[src/rtl/uart_rx_cfg.sv]
// rtl/uart_rx_cfg.sv - configurable UART receiver with single-entry holding register
module uart_rx_cfg #(
  parameter int CLKS_PER_BIT = 200,
  parameter int DATA_BITS    = 8,
  parameter int PARITY_MODE  = 0,
  parameter int STOP_BITS    = 1
) (
  input  logic                 clk,
  input  logic                 rst_n,
  input  logic                 i_rx,
  output logic [DATA_BITS-1:0] o_data_byte,
  output logic                 o_data_avail,
  input  logic                 i_data_ready,
  output logic                 o_parity_err,
  output logic                 o_frame_err,
  output logic                 o_overrun,
  output logic                 o_busy
);

  localparam int HALF_BIT = CLKS_PER_BIT / 2;
  localparam int CNT_W    = $clog2(CLKS_PER_BIT);
  localparam int BIT_MAX  = (DATA_BITS > STOP_BITS) ? DATA_BITS : STOP_BITS;
  localparam int BIT_W    = $clog2(BIT_MAX);

  typedef enum logic [2:0] {
    S_IDLE,
    S_START,
    S_DATA,
    S_PARITY,
    S_STOP,
    S_BREAK_WAIT
  } state_e;

  // line synchronizer and edge detector
  logic rx_meta_q;
  logic rx_sync_q;
  logic rx_prev_q;
  logic rx_fall;

  // receive engine
  state_e               state_q,    state_d;
  logic [CNT_W-1:0]     cyc_q,      cyc_d;
  logic [BIT_W-1:0]     bit_q,      bit_d;
  logic [DATA_BITS-1:0] shift_q,    shift_d;
  logic                 par_bit_q,  par_bit_d;
  logic                 ferr_acc_q, ferr_acc_d;
  logic                 bit_sample;
  logic                 complete;
  logic                 done_ferr;
  logic                 done_perr;
  logic                 par_xor;

  // holding register
  logic [DATA_BITS-1:0] hold_data_q, hold_data_d;
  logic                 avail_q,     avail_d;
  logic                 perr_q,      perr_d;
  logic                 ferr_q,      ferr_d;
  logic                 ovr_q,       ovr_d;
  logic                 consume;

  // Two-flop synchronizer idles high; the edge detector starts disarmed so a
  // line that is already low when reset releases is not mistaken for a start bit.
  always_ff @(posedge clk or negedge rst_n) begin
    if (!rst_n) begin
      rx_meta_q <= 1'b1;
      rx_sync_q <= 1'b1;
      rx_prev_q <= 1'b0;
    end else begin
      rx_meta_q <= i_rx;
      rx_sync_q <= rx_meta_q;
      rx_prev_q <= rx_sync_q;
    end
  end

  assign rx_fall    = rx_prev_q & ~rx_sync_q;
  assign bit_sample = (cyc_q == CNT_W'(CLKS_PER_BIT - 1));

  // Receive state register and counters.
  always_ff @(posedge clk or negedge rst_n) begin
    if (!rst_n) begin
      state_q    <= S_IDLE;
      cyc_q      <= '0;
      bit_q      <= '0;
      shift_q    <= '0;
      par_bit_q  <= 1'b0;
      ferr_acc_q <= 1'b0;
    end else begin
      state_q    <= state_d;
      cyc_q      <= cyc_d;
      bit_q      <= bit_d;
      shift_q    <= shift_d;
      par_bit_q  <= par_bit_d;
      ferr_acc_q <= ferr_acc_d;
    end
  end

  // Frame sequencing: the start bit is confirmed at mid-bit, every later bit
  // is sampled a full bit period after the previous sample.
  always_comb begin
    state_d    = state_q;
    cyc_d      = cyc_q;
    bit_d      = bit_q;
    shift_d    = shift_q;
    par_bit_d  = par_bit_q;
    ferr_acc_d = ferr_acc_q;
    complete   = 1'b0;
    done_ferr  = 1'b0;
    case (state_q)
      S_IDLE: begin
        if (rx_fall) begin
          state_d    = S_START;
          cyc_d      = '0;
          bit_d      = '0;
          ferr_acc_d = 1'b0;
        end
      end
      S_START: begin
        if (cyc_q == CNT_W'(HALF_BIT)) begin
          cyc_d   = '0;
          // a high line here means the falling edge was a glitch
          state_d = rx_sync_q ? S_IDLE : S_DATA;
        end else begin
          cyc_d = cyc_q + 1'b1;
        end
      end
      S_DATA: begin
        if (bit_sample) begin
          cyc_d   = '0;
          shift_d = {rx_sync_q, shift_q[DATA_BITS-1:1]};
          if (bit_q == BIT_W'(DATA_BITS - 1)) begin
            bit_d   = '0;
            state_d = (PARITY_MODE != 0) ? S_PARITY : S_STOP;
          end else begin
            bit_d = bit_q + 1'b1;
          end
        end else begin
          cyc_d = cyc_q + 1'b1;
        end
      end
      S_PARITY: begin
        if (bit_sample) begin
          cyc_d     = '0;
          par_bit_d = rx_sync_q;
          state_d   = S_STOP;
        end else begin
          cyc_d = cyc_q + 1'b1;
        end
      end
      S_STOP: begin
        if (bit_sample) begin
          cyc_d = '0;
          if (!rx_sync_q) begin
            ferr_acc_d = 1'b1;
          end
          if (bit_q == BIT_W'(STOP_BITS - 1)) begin
            complete  = 1'b1;
            done_ferr = ferr_acc_q | ~rx_sync_q;
            bit_d     = '0;
            state_d   = done_ferr ? S_BREAK_WAIT : S_IDLE;
          end else begin
            bit_d = bit_q + 1'b1;
          end
        end else begin
          cyc_d = cyc_q + 1'b1;
        end
      end
      S_BREAK_WAIT: begin
        // a held-low line (break) must return high before a new frame can start
        if (rx_sync_q) begin
          state_d = S_IDLE;
        end
      end
      default: begin
        state_d = S_IDLE;
      end
    endcase
  end

  // Parity verdict for the frame in the shift register.
  always_comb begin
    par_xor   = (^shift_q) ^ par_bit_q;
    done_perr = 1'b0;
    if (PARITY_MODE == 2) begin
      done_perr = par_xor;
    end else if (PARITY_MODE == 1) begin
      done_perr = ~par_xor;
    end
  end

  assign consume = avail_q & i_data_ready;

  // Holding register: a completed frame loads only if the slot is free or
  // being consumed this cycle; otherwise it is dropped and flagged as overrun.
  always_comb begin
    hold_data_d = hold_data_q;
    avail_d     = avail_q;
    perr_d      = perr_q;
    ferr_d      = ferr_q;
    ovr_d       = ovr_q;
    if (consume) begin
      avail_d = 1'b0;
      ovr_d   = 1'b0;
    end
    if (complete) begin
      if (!avail_q || consume) begin
        hold_data_d = shift_q;
        perr_d      = done_perr;
        ferr_d      = done_ferr;
        avail_d     = 1'b1;
      end else begin
        ovr_d = 1'b1;
      end
    end
  end

  // Holding register state.
  always_ff @(posedge clk or negedge rst_n) begin
    if (!rst_n) begin
      hold_data_q <= '0;
      avail_q     <= 1'b0;
      perr_q      <= 1'b0;
      ferr_q      <= 1'b0;
      ovr_q       <= 1'b0;
    end else begin
      hold_data_q <= hold_data_d;
      avail_q     <= avail_d;
      perr_q      <= perr_d;
      ferr_q      <= ferr_d;
      ovr_q       <= ovr_d;
    end
  end

  assign o_data_byte  = hold_data_q;
  assign o_data_avail = avail_q;
  assign o_parity_err = perr_q;
  assign o_frame_err  = ferr_q;
  assign o_overrun    = ovr_q;
  assign o_busy       = (state_q != S_IDLE);

endmodule

[config.mk]
export PLATFORM = sky130hd
export DESIGN_NAME = uart_rx_cfg
export DESIGN_NICKNAME = d
export VERILOG_FILES = /design/src/rtl/uart_rx_cfg.sv
export SDC_FILE = /design/constraint.sdc
export NUM_CORES = 1
export LEC_CHECK = 0
export CORE_ASPECT_RATIO = 0.8
export CORE_MARGIN = 2
export CORE_UTILIZATION = 56
export CTS_CLUSTER_DIAMETER = 40
export DETAILED_ROUTE_END_ITERATION = 8
export GPL_ROUTABILITY_DRIVEN = 0
export MAX_ROUTING_LAYER = met4
export PLACE_DENSITY = 0.86
export SLEW_MARGIN = 25
export SYNTH_ARGS = -nofsm -noshare
export SYNTH_HDL_FRONTEND = slang
export SYNTH_SLANG_ARGS = --single-unit
[constraint.sdc]
create_clock -name clk -period 2.3 [get_ports clk]
set_input_delay 0.345 -clock clk [delete_from_list [all_inputs] [get_ports clk]]
set_output_delay 0.345 -clock clk [all_outputs]
set_load 0.05 [all_outputs]
==> impl_table.tex <==
% Yosys + OpenROAD metrics
\begin{tabular}{lr}
\hline
Metric & Value \\
\hline
\multicolumn{2}{l}{\textbf{Placement}} \\
\quad Post-place instance area & between 2000 and 2500 µm² \\
\quad PortBufs & 15 \\
\quad Pre-CTS setup slack & between 0.15 and 0.2 ns \\
\quad Post-detailed-placement half-perimeter wirelength & $\sim$2600 µm \\
\multicolumn{2}{l}{\textbf{Global routing}} \\
\quad Initial antenna violation count & 0 \\
\quad Most used routing layer & met2 \\
\quad Final global-route overflow total & 0 \\
\quad Global Route met2 Usage & 0.339 \\
\quad Met3 global-route usage & 0.0725 \\
\quad Via count of the first global-routing pass & between 1000 and 1500 \\
\multicolumn{2}{l}{\textbf{Logic synthesis}} \\
\quad Cell taking the most area after synthesis & dfrtp\_1 \\
\quad Average cell area after synthesis & around 11 µm² \\
\quad Most instantiated flip-flop cell in the synthesis netlist & dfrtp\_1 \\
\quad EDFF count, synth & 0 \\
\quad Post-synth cell types & about 48 \\
\multicolumn{2}{l}{\textbf{Timing}} \\
\quad Post-route worst hold slack & between 0.3 and 0.4 ns \\
\quad Worst clock skew & between 0.006 and 0.007 ns \\
\quad Achievable Freq & 0.469 GHz \\
\quad Final number of hold-violating endpoints & 0 \\
\quad Normalized max-slew margin & 0.589 \\
\quad Fin crit share & 0.927 \\
\quad Slack of the critical path & 0.168 ns \\
\multicolumn{2}{l}{\textbf{Worst setup path}} \\
\quad Largest driver fanout on the critical path & 9 \\
\quad Critical path, cell by cell & ha\_1 -> nand4bb\_4 -> nor2\_1 -> nor4b\_2 -> nand2\_2 -> mux2\_1 \\
\quad Startpoint Class & flop \\
\quad Peak per-stage delay on the critical path & $\sim$0.45 ns \\
\quad Req. time, crit path & between 2 and 2.5 ns \\
\quad Endpoint of the lowest-slack register-to-register path & o\_data\_byte[6]\$\_DFFE\_PN0P\_ \\
\multicolumn{2}{l}{\textbf{Final layout}} \\
\quad Non-clock inverter total of the final layout & 6 \\
\quad Number of filler cells placed in the layout & around 240 \\
\quad Clock network area share & 0.0508 \\
\quad Nonclk buf count & 17 \\
\quad Layout overhead on the synthesized area & 15.3\% \\
\quad Final std cells w/o fill & around 230 \\
\multicolumn{2}{l}{\textbf{Drt}} \\
\quad DR vias & $\sim$1300 \\
\quad Met2 WL & $\sim$1800 µm \\
\quad Wire per inst & between 15 and 20 µm \\
\quad Length of routed met3 wiring & approximately 210 µm \\
\multicolumn{2}{l}{\textbf{Power and ir drop}} \\
\quad Switching Power & 869 µW \\
\quad Switching power share of the total & 0.391 \\
\quad Clock share of power & 0.259 \\
\quad Power of the clock network & between 500 and 600 µW \\
\multicolumn{2}{l}{\textbf{Floorplan}} \\
\quad Chip Footprint & approximately 3900 µm² \\
\quad Width of the die & 69.2 µm \\
\multicolumn{2}{l}{\textbf{Job}} \\
\quad OpenROAD warning count & 28 \\
\multicolumn{2}{l}{\textbf{Hold path}} \\
\quad Launch instance of the worst min-delay path & rx\_meta\_q\$\_DFF\_PN1\_ \\
\quad WHS Path Cells & 0 \\
\multicolumn{2}{l}{\textbf{Clock tree}} \\
\quad Post-cts resize count & 0 \\
\multicolumn{2}{l}{\textbf{Run status}} \\
\quad Outcome & completed \\
\hline
\end{tabular}
worst max-delay path: cells and delay by family, from the launching register on:
kind	cells	cell delay (ns)
AND/OR/NAND/NOR	4	0.86
flip-flops	1	0.45
multiplexers	1	0.38
adder cells (fa/ha/maj)	1	0.33
cells in the final DEF (no fill, tap or decap), types with 6 or more instances in the layout:
cell and count:
nand2_1 12, clkdlybuf4s50_1 14, mux2_1 13, nand3_1 6, inv_1 6, nor2_1 13, mux2_2 6, dfrtp_1 35
a21oi_1 9
cells by family after synthesis:
family | after synthesis | synth area share
AND-OR/OR-AND | 33 | 0.126
adder cells (fa/ha/maj) | 5 | 0.0329
buffers and inverters | 11 | 0.0335
flip-flops | 37 | 0.488
multiplexers | 22 | 0.128
other | 1 | 0.00197
AND/OR/NAND/NOR | 58 | 0.189
Figure 1. Where the registers sit.
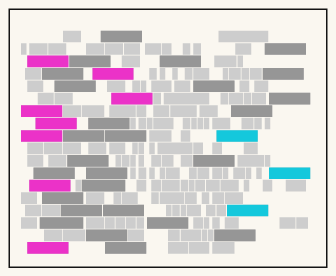
Key: state_q = cyan [flops 3]; o_data_byte = magenta [flops 8]

Figure 2. Met2 routing.
Cells faint in the background.
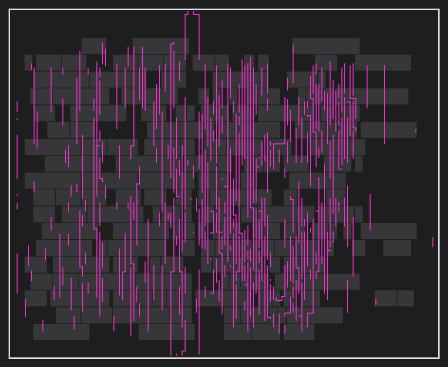
The longest straight run is 32.0 µm. The layer carries 1810 µm of wire. The layer holds 47% of the routed length. The wires run mostly vertical.

Figure 3. The metal 1 layer.
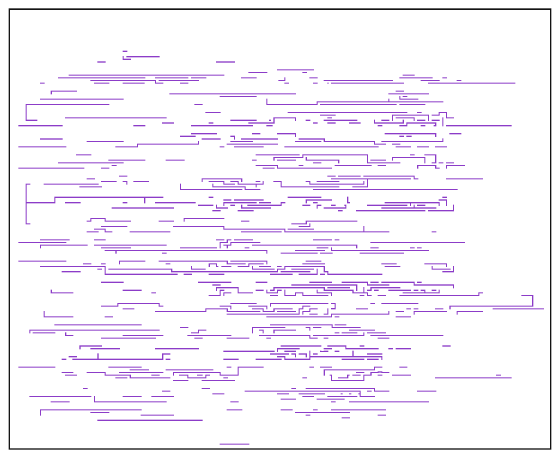
The layer carries 1760 µm of wire. The longest straight run is 20.7 µm. The wires run mostly horizontal. The layer holds 46% of the routed length. 181 nets have wire on it.

Figure 4. Placed standard cells.
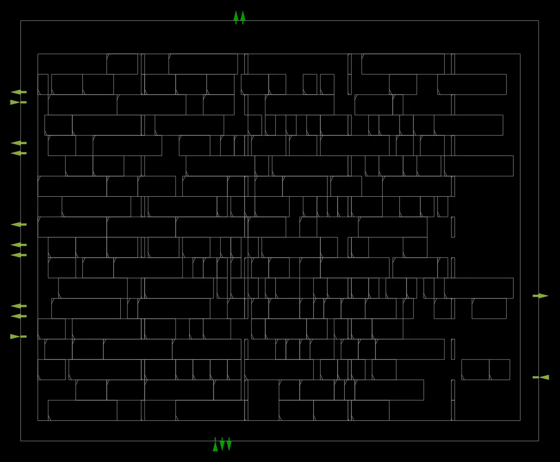
utilization of the core after routing: 0.695
count of flip-flops and latches: 37
flop share of the area: 0.424
n_taps: 40

Power is estimated from default activity; no workload was simulated.
